===== src/rtl/cos_arb_pkg.sv =====
// Shared types and widths for the cosine-engine arbiter.
package cos_arb_pkg;

  localparam int unsigned X_W   = 10;
  localparam int unsigned Y_W   = 8;
  localparam int unsigned RES_W = 10;

  typedef enum logic [1:0] {
    IDLE   = 2'd0,
    LAUNCH = 2'd1,
    WAIT   = 2'd2,
    RESP   = 2'd3
  } arb_state_e;

  // Operand pair handed to the engine for one transaction.
  typedef struct packed {
    logic [X_W-1:0] x;
    logic [Y_W-1:0] y;
  } eng_op_t;

endpackage


===== src/rtl/cos_arbiter_if.sv =====
// Requester and engine signals of the cosine arbiter; slave is the arbiter side.
interface cos_arbiter_if
  import cos_arb_pkg::*;
#(
  parameter int unsigned NUM_REQ = 4
) ();

  logic [NUM_REQ-1:0]            req;
  logic [NUM_REQ-1:0][X_W-1:0]   x_in;
  logic [NUM_REQ-1:0][Y_W-1:0]   y_in;
  logic [NUM_REQ-1:0]            rsp_valid;
  logic [RES_W-1:0]              rsp_data;
  logic                          rsp_err;
  logic                          busy;
  logic                          eng_start;
  logic [X_W-1:0]                eng_x;
  logic [Y_W-1:0]                eng_y;
  logic                          eng_done;
  logic [RES_W-1:0]              eng_result;

  modport slave (
    input  req, x_in, y_in, eng_done, eng_result,
    output rsp_valid, rsp_data, rsp_err, busy, eng_start, eng_x, eng_y
  );

  modport master (
    output req, x_in, y_in, eng_done, eng_result,
    input  rsp_valid, rsp_data, rsp_err, busy, eng_start, eng_x, eng_y
  );

endinterface


===== src/rtl/cos_rr_pick.sv =====
// Combinational round-robin pick: first set req bit at or after rr_ptr, wrapping.
module cos_rr_pick #(
  parameter int unsigned NUM_REQ = 4,
  parameter int unsigned IDX_W   = 2
) (
  input  logic [NUM_REQ-1:0] req,
  input  logic [IDX_W-1:0]   rr_ptr,
  output logic [IDX_W-1:0]   gnt_idx,
  output logic               gnt_any
);

  int pos;

  // Scan from the farthest offset down so the nearest set bit wins.
  always_comb begin
    gnt_idx = '0;
    gnt_any = |req;
    pos     = 0;
    for (int i = int'(NUM_REQ) - 1; i >= 0; i--) begin
      pos = int'(rr_ptr) + i;
      if (pos >= int'(NUM_REQ)) pos = pos - int'(NUM_REQ);
      if (req[IDX_W'(pos)]) gnt_idx = IDX_W'(pos);
    end
  end

endmodule


===== src/rtl/cos_arbiter.sv =====
// Round-robin arbiter sharing one cosine engine among NUM_REQ requesters,
// with a stale-done mask on the first WAIT cycle and a WAIT timeout.
module cos_arbiter
  import cos_arb_pkg::*;
#(
  parameter int unsigned NUM_REQ = 4,
  parameter int unsigned TIMEOUT = 255
) (
  input  logic            clk,
  input  logic            rst,
  cos_arbiter_if.slave    bus
);

  localparam int unsigned IDX_W = (NUM_REQ > 1) ? $clog2(NUM_REQ) : 1;
  localparam int unsigned CNT_W = (TIMEOUT > 1) ? $clog2(TIMEOUT) : 1;

  arb_state_e          state_q, state_d;
  logic [IDX_W-1:0]    grant_q, grant_d;
  logic [IDX_W-1:0]    rr_ptr_q, rr_ptr_d;
  logic [CNT_W-1:0]    cnt_q, cnt_d;
  eng_op_t             op_q, op_d;
  logic                eng_start_q, eng_start_d;
  logic [NUM_REQ-1:0]  rsp_valid_q, rsp_valid_d;
  logic [RES_W-1:0]    rsp_data_q, rsp_data_d;
  logic                rsp_err_q, rsp_err_d;
  logic                busy_q, busy_d;

  logic [IDX_W-1:0]    pick_idx;
  logic                pick_any;
  logic                done_ok;
  logic                expired;

  cos_rr_pick #(
    .NUM_REQ (NUM_REQ),
    .IDX_W   (IDX_W)
  ) u_pick (
    .req     (bus.req),
    .rr_ptr  (rr_ptr_q),
    .gnt_idx (pick_idx),
    .gnt_any (pick_any)
  );

  // First WAIT cycle (cnt_q == 0) ignores a done level left over from before.
  assign done_ok = bus.eng_done && (cnt_q != '0);
  assign expired = (cnt_q == CNT_W'(TIMEOUT - 1));

  always_ff @(posedge clk or negedge rst) begin
    if (!rst) begin
      state_q     <= IDLE;
      grant_q     <= '0;
      rr_ptr_q    <= '0;
      cnt_q       <= '0;
      op_q        <= '0;
      eng_start_q <= 1'b0;
      rsp_valid_q <= '0;
      rsp_data_q  <= '0;
      rsp_err_q   <= 1'b0;
      busy_q      <= 1'b0;
    end else begin
      state_q     <= state_d;
      grant_q     <= grant_d;
      rr_ptr_q    <= rr_ptr_d;
      cnt_q       <= cnt_d;
      op_q        <= op_d;
      eng_start_q <= eng_start_d;
      rsp_valid_q <= rsp_valid_d;
      rsp_data_q  <= rsp_data_d;
      rsp_err_q   <= rsp_err_d;
      busy_q      <= busy_d;
    end
  end

  // Next state plus next values of the registered outputs.
  always_comb begin
    state_d     = state_q;
    grant_d     = grant_q;
    rr_ptr_d    = rr_ptr_q;
    cnt_d       = cnt_q;
    op_d        = op_q;
    eng_start_d = 1'b0;
    rsp_valid_d = '0;
    rsp_data_d  = '0;
    rsp_err_d   = 1'b0;

    case (state_q)
      IDLE: begin
        if (pick_any) begin
          grant_d     = pick_idx;
          op_d.x      = bus.x_in[pick_idx];
          op_d.y      = bus.y_in[pick_idx];
          eng_start_d = 1'b1;
          state_d     = LAUNCH;
        end
      end
      LAUNCH: begin
        cnt_d   = '0;
        state_d = WAIT;
      end
      WAIT: begin
        // Done is checked before expiry so a coincident done wins.
        if (done_ok) begin
          rsp_valid_d = NUM_REQ'(1) << grant_q;
          rsp_data_d  = bus.eng_result;
          state_d     = RESP;
        end else if (expired) begin
          rsp_valid_d = NUM_REQ'(1) << grant_q;
          rsp_err_d   = 1'b1;
          state_d     = RESP;
        end else begin
          cnt_d = cnt_q + CNT_W'(1);
        end
      end
      RESP: begin
        rr_ptr_d = (grant_q == IDX_W'(NUM_REQ - 1)) ? '0 : grant_q + IDX_W'(1);
        op_d     = '0;
        cnt_d    = '0;
        state_d  = IDLE;
      end
      default: state_d = IDLE;
    endcase

    busy_d = (state_d != IDLE);
  end

  assign bus.eng_start = eng_start_q;
  assign bus.eng_x     = op_q.x;
  assign bus.eng_y     = op_q.y;
  assign bus.rsp_valid = rsp_valid_q;
  assign bus.rsp_data  = rsp_data_q;
  assign bus.rsp_err   = rsp_err_q;
  assign bus.busy      = busy_q;

endmodule


===== src/flat_wrapper.sv =====
// flat-port wrapper written by rule: the top's interface ports become plain ports
module cos_arbiter_flat import cos_arb_pkg::*;
#(
  parameter int unsigned NUM_REQ = 4,
  parameter int unsigned TIMEOUT = 255
)
  (clk, rst, bus_req, bus_x_in, bus_y_in, bus_eng_done, bus_eng_result, bus_rsp_valid, bus_rsp_data, bus_rsp_err, bus_busy, bus_eng_start, bus_eng_x, bus_eng_y);
  cos_arbiter_if #(.NUM_REQ(NUM_REQ)) bus_i ();
  input  logic clk;
  input  logic rst;
  input wire logic [$bits(bus_i.req)-1:0] bus_req;
  input wire logic [$bits(bus_i.x_in)-1:0] bus_x_in;
  input wire logic [$bits(bus_i.y_in)-1:0] bus_y_in;
  input wire logic [$bits(bus_i.eng_done)-1:0] bus_eng_done;
  input wire logic [$bits(bus_i.eng_result)-1:0] bus_eng_result;
  output wire logic [$bits(bus_i.rsp_valid)-1:0] bus_rsp_valid;
  output wire logic [$bits(bus_i.rsp_data)-1:0] bus_rsp_data;
  output wire logic [$bits(bus_i.rsp_err)-1:0] bus_rsp_err;
  output wire logic [$bits(bus_i.busy)-1:0] bus_busy;
  output wire logic [$bits(bus_i.eng_start)-1:0] bus_eng_start;
  output wire logic [$bits(bus_i.eng_x)-1:0] bus_eng_x;
  output wire logic [$bits(bus_i.eng_y)-1:0] bus_eng_y;
  assign bus_i.req = bus_req;
  assign bus_i.x_in = bus_x_in;
  assign bus_i.y_in = bus_y_in;
  assign bus_i.eng_done = bus_eng_done;
  assign bus_i.eng_result = bus_eng_result;
  assign bus_rsp_valid = bus_i.rsp_valid;
  assign bus_rsp_data = bus_i.rsp_data;
  assign bus_rsp_err = bus_i.rsp_err;
  assign bus_busy = bus_i.busy;
  assign bus_eng_start = bus_i.eng_start;
  assign bus_eng_x = bus_i.eng_x;
  assign bus_eng_y = bus_i.eng_y;
  cos_arbiter #(.NUM_REQ(NUM_REQ), .TIMEOUT(TIMEOUT)) u_core (.clk(clk), .rst(rst), .bus(bus_i));
endmodule

===== config.mk =====
export PLATFORM = sky130hd
export DESIGN_NAME = cos_arbiter_flat
export DESIGN_NICKNAME = d
export VERILOG_FILES = /design/src/rtl/cos_arb_pkg.sv /design/src/rtl/cos_arbiter_if.sv /design/src/rtl/cos_rr_pick.sv /design/src/rtl/cos_arbiter.sv /design/src/flat_wrapper.sv
export SDC_FILE = /design/constraint.sdc
export NUM_CORES = 1
export LEC_CHECK = 0
export ABC_AREA = 1
export CORE_UTILIZATION = 39
export CTS_CLUSTER_SIZE = 14
export DETAILED_ROUTE_END_ITERATION = 6
export GPL_ROUTABILITY_DRIVEN = 0
export HOLD_SLACK_MARGIN = 0.02
export PLACE_DENSITY_LB_ADDON = 0.25
export REMOVE_ABC_BUFFERS = 1
export SLEW_MARGIN = 10
export SYNTH_ARGS = -nofsm -noshare
export SYNTH_HDL_FRONTEND = slang
export SYNTH_SLANG_ARGS = --single-unit

===== constraint.sdc =====
create_clock -name clk -period 1.7 [get_ports clk]
set_clock_uncertainty 0.15 [all_clocks]
set_input_delay 0.51 -clock clk [delete_from_list [all_inputs] [get_ports clk]]
set_output_delay 0.51 -clock clk [all_outputs]
set_load 0.05 [all_outputs]

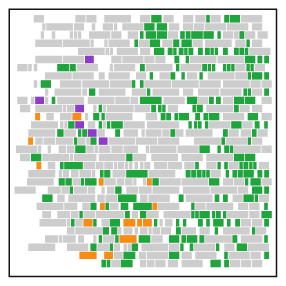
Fig. 1. Selected gate families.
Drawn at 3 px/µm.
color	family	cells	most used
purple	xor and xnor cells	6	xor2_1
orange	aoi and oai cells	15	o21ai_1
green	nand cells	221	nand2_1

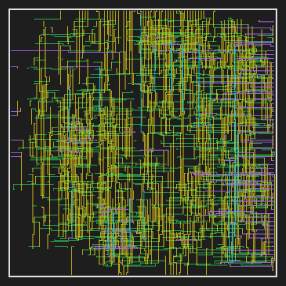
Fig. 2. Metal layers overlaid.
Drawn at 3 px/µm.
color	layer	wire length
green	M1	4400 µm
cyan	M4	393 µm
purple	M3	907 µm
yellow	M2	6370 µm

==> impl_metrics.env <==
# yosys + openroad results
export IMPL_logic_gates=288
export IMPL_dominant_cells="buffers"
export IMPL_drt_met1_wl_mm=4.40
export IMPL_setup_ws_ns=-0.367
export IMPL_drive_gt1_share_pct=36.9
export IMPL_final_setup_viol_count=30
export IMPL_fillers=423
export IMPL_critPathSlowestCell="dfrtp_2"
export IMPL_grt_pass1_wl_mm=15.3
export IMPL_postCtsHoldBufs=0
export IMPL_inverters=38
export IMPL_path_depth=13
export IMPL_outcome="finished with violations"
export IMPL_path_clk_slew_ns=0.09
export IMPL_routed_via_density=5.30
export IMPL_io_pin_count=124
export IMPL_well_tap_count=99
export IMPL_async_reset_ff_share_pct=100
export IMPL_dp_cells=641
export IMPL_wl_met3_um=907
export IMPL_crit_path_end="u_core.bus.eng_x[6]$_DFFE_PN0P_"
export IMPL_reg2reg_slack_ns=-0.37
export IMPL_p_seq_share_pct=16.9
export IMPL_fp_util_pct=40.3
export IMPL_grt_met2_usage_pct=48.5
export IMPL_ys_sh_mux_pct=0
export IMPL_final_cell_mix="89 x nand2_1, 83 x clkdlybuf4s50_1, 59 x nand3_1"
export IMPL_simple_gate_area_share_pct=39.6
export IMPL_top_area_cell="dfrtp_1"
export IMPL_grt_overflow=0
export IMPL_antenna_found_initial=0
export IMPL_cp_buffers_inverters=4
export IMPL_ir_drop_v=0.000992
export IMPL_drc=0
export IMPL_combPwrFrac_pct=75.4
export IMPL_drv_cap=0
export IMPL_buffer_area_share_pct=38.7
export IMPL_critPathLaunchType="flip-flop"
export IMPL_synth_top_cell_area_share_pct=41.9
export IMPL_yosys_stat_area_um2=2920
export IMPL_grt_use_met3_pct=4.57
export IMPL_violations="setup timing"
export IMPL_core_region_area_um2=7250
export IMPL_synth_cell_types=30
export IMPL_critPathKind="flip-flop to flip-flop"
export IMPL_critPathCaptureType="flip-flop"
export IMPL_rows=31
export IMPL_clkPwrFrac_pct=7.7
export IMPL_postCtsSetupRepairBufs=10
export IMPL_stdcell_count=663
export IMPL_sh_comb_area_pct=33.1
export IMPL_cts_resized=58
export IMPL_cp_common_cell="nand3_1"
export IMPL_yosys_area_share_aoi_pct=2.78
export IMPL_netlist_area_um2=2920
export IMPL_die_area_um2=7850
export IMPL_grt_pass1_vias=3347
export IMPL_diodes=0
export IMPL_max_slew_worst_pin_slew_ns=0.490
export IMPL_clk_share_pct=2.08
## through the flow
step	setup TNS [ns]	instance area, µm²	utilization, %	setup slack, ns	hold WS [ns]
6_report	-6.94	5770	79.5	-0.367	0.0318
5_1_grt	-10.08	5770	79.5	-0.461	0.0471
4_1_cts	-4.68	5380	74.2	-0.265	0.0416
3_5_place_dp	-17.50	4920	67.8	-0.796	0.371
3_3_place_gp	-15.98	4920	67.8	-0.718	0.376
2_1_floorplan	-16.89	2810	-	-0.766	0.0644
## power by group through the flow
stage	Sequential (mW)	Combinational, mW	Clock, mW
5_1_grt	1.95	9.06	0.947
6_report	1.93	8.59	0.879
3_3_place_gp	1.89	6.27	0
2_1_floorplan	2.62	2.51	0
3_5_place_dp	1.90	6.41	0
4_1_cts	1.90	7.59	0.897
Power figures rest on the tool's default switching activity, not on a simulated workload.
